==> config.mk <==
export PLATFORM = sky130hd
export DESIGN_NAME = dm_arbiter_flat
export DESIGN_NICKNAME = d
export VERILOG_FILES = /design/src/rtl/dm_pkg.sv /design/src/rtl/dm_arbiter_if.sv /design/src/rtl/dm_lane_align.sv /design/src/rtl/dm_arbiter.sv /design/src/flat_wrapper.sv
export SDC_FILE = /design/constraint.sdc
export NUM_CORES = 1
export LEC_CHECK = 0
export CORE_MARGIN = 5
export CORE_UTILIZATION = 39
export DETAILED_ROUTE_END_ITERATION = 6
export GPL_TIMING_DRIVEN = 1
export PLACE_DENSITY = 0.87
export SYNTH_ARGS = -nofsm -noshare
export SYNTH_HDL_FRONTEND = slang
export SYNTH_HIERARCHICAL = 1
export SYNTH_SLANG_ARGS = --single-unit
==> constraint.sdc <==
create_clock -name clk -period 8 [get_ports clk]
set_clock_uncertainty 0.15 [all_clocks]
set_input_delay 1.6 -clock clk [delete_from_list [all_inputs] [get_ports clk]]
set_output_delay 1.6 -clock clk [all_outputs]
set_load 0.05 [all_outputs]
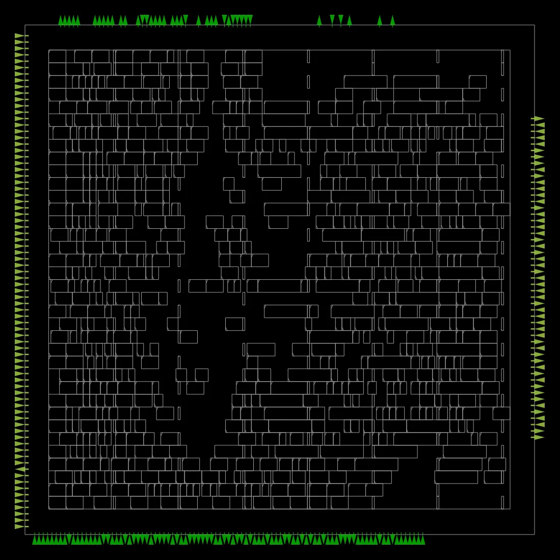
**Above:** placed standard cells.
flop share of the area: 16.8%
seq_cells: 41

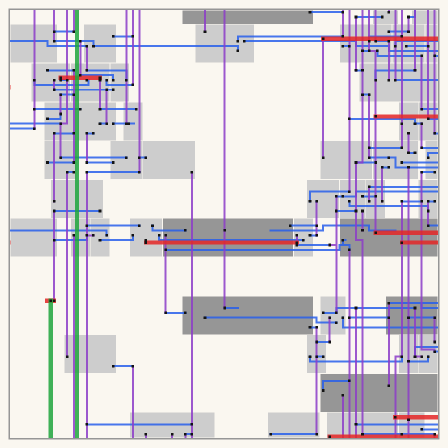
**Above:** layout detail.
Window x 39 to 69, y 39 to 69 um. Cells in gray, sequential cells in the stronger gray; small squares are vias.
legend:
  red:
    layer: met3
  green:
    layer: met4
  purple:
    layer: met2
  blue:
    layer: met1
sequential cells in the window: 4
cells with their middle in the window: 43
most frequent: nand2_1 (8), clkdlybuf4s50_1 (7), dfrtp_1 (4)

==> impl_metrics.json <==
{
  "status": "completed",
  "synth-seq-area-share_pct": 27.0,
  "inverters": 7,
  "cp_max_fo": 30,
  "tightest_slew_ps": 1240,
  "clkbuf_count": 6,
  "log.warning_count": 62,
  "top_area_cell": "dfrtp_1",
  "cts_resized": 0,
  "largest_reg_flops": 32,
  "fp_util_pct": 39.4,
  "critPathLaunchType": "input pin",
  "path_cells": "clkdlybuf4s50_1 -> inv_1 -> o21ai_4 -> mux2_2 -> nor2_1 -> mux2_2 -> and2_1 -> clkdlybuf4s50_1",
  "firstDrtPassIters": 5,
  "grt_start_max_net_pins": 48,
  "layout_top_cell": "clkdlybuf4s50_1",
  "fin_util_pct": 63.2,
  "overflow": 0,
  "tns_ps": 0,
  "required_ps": 6250,
  "clockBufferDepth": 2,
  "route.detailed.drc": 0,
  "logic_gates": 439,
  "ios": 260,
  "synthCells": 537,
  "drt-initial-drc-count": 228,
  "hold_depth": 2,
  "place_hpwl_um": 11300,
  "reg2reg_slack_ps": 5240,
  "dieArea_mm2": 0.0118,
  "p_total_w": 0.00176,
  "drive_gt1_share_pct": 8.06,
  "ctsHoldBuffers": 0,
  "slowest_delay_ps": 710,
  "fin_nets": 894,
  "ys_area_mm2": 0.00380,
  "ir_worst_vdd_uv": 122,
  "taps": 133,
  "slew_violations": 0,
  "maxCapViolCount": 0,
  "antenna_found_initial": 0,
  "p_leak_nw": 2.56,
  "area_growth_syn_to_layout_pct": 60.3,
  "clkSlewWorstSetupHoldPaths_ps": 80,
  "rsz0062_at_grt": "no"
}
## critical path: cells and delay by family
kind,cells,cell delay (ps)
buffers and inverters,3,1340
multiplexers,2,1010
AND/OR/NAND/NOR,2,760
AND-OR/OR-AND,1,410
## report_power, final
part / internal (W) / switching, W / leakage, nW / total, W
combinational: 0.000465 / 0.000747 / 1.98 / 0.00121
sequential: 0.000298 / 0.000114 / 0.543 / 0.000412
clock: 0.0000682 / 0.0000723 / 0.0433 / 0.000140
## stage by stage
step	hold WS [ps]	cells	instance area (um2)
finish	374	853	6090
global route	403	853	6090
CTS	380	853	6090
detailed placement	367	846	6000
global placement	362	846	6000
floorplan	325	537	3800
## kinds of logic after synthesis
| group | count (synthesis) | synth area share [%] |
|---|---|---|
| AOI/OAI and AO/OA | 108 | 19.1 |
| xor gates and xnor gates | 1 | 0.231 |
| buffers and inverters | 57 | 7.21 |
| DFF | 41 | 27.0 |
| muxes | 40 | 12.1 |
| other | 1 | 0.0987 |
| and+or+nand+nor | 289 | 34.3 |
## cell usage after synthesis, drive strengths merged
cell / instances
buf: 24
inv: 7
conb: 1
a22o: 8
o31a: 1
nand3b: 4
o21ai: 59
nand2b: 4
clkbuf: 26
a32o: 1
nand2: 214
mux2: 28
and4b: 7
a31oi: 3
and3: 2
mux2i: 11
xnor2: 1
nor2b: 3
a21o: 4
a21oi: 14
nor3b: 3
nand3: 1
nor2: 12
nor4: 1
or4: 1
dfrtp: 41
o21bai: 2
o211ai: 1
and3b: 1
mux4: 1
and2: 36
a221o: 15
## routing by layer
layer	track usage, %	part of all wire (%)
met5	0	0
met3	6.10	10
met1	25.5	36
met4	12.4	5.0
met2	42.5	49
Power and IR drop assume default switching activity.
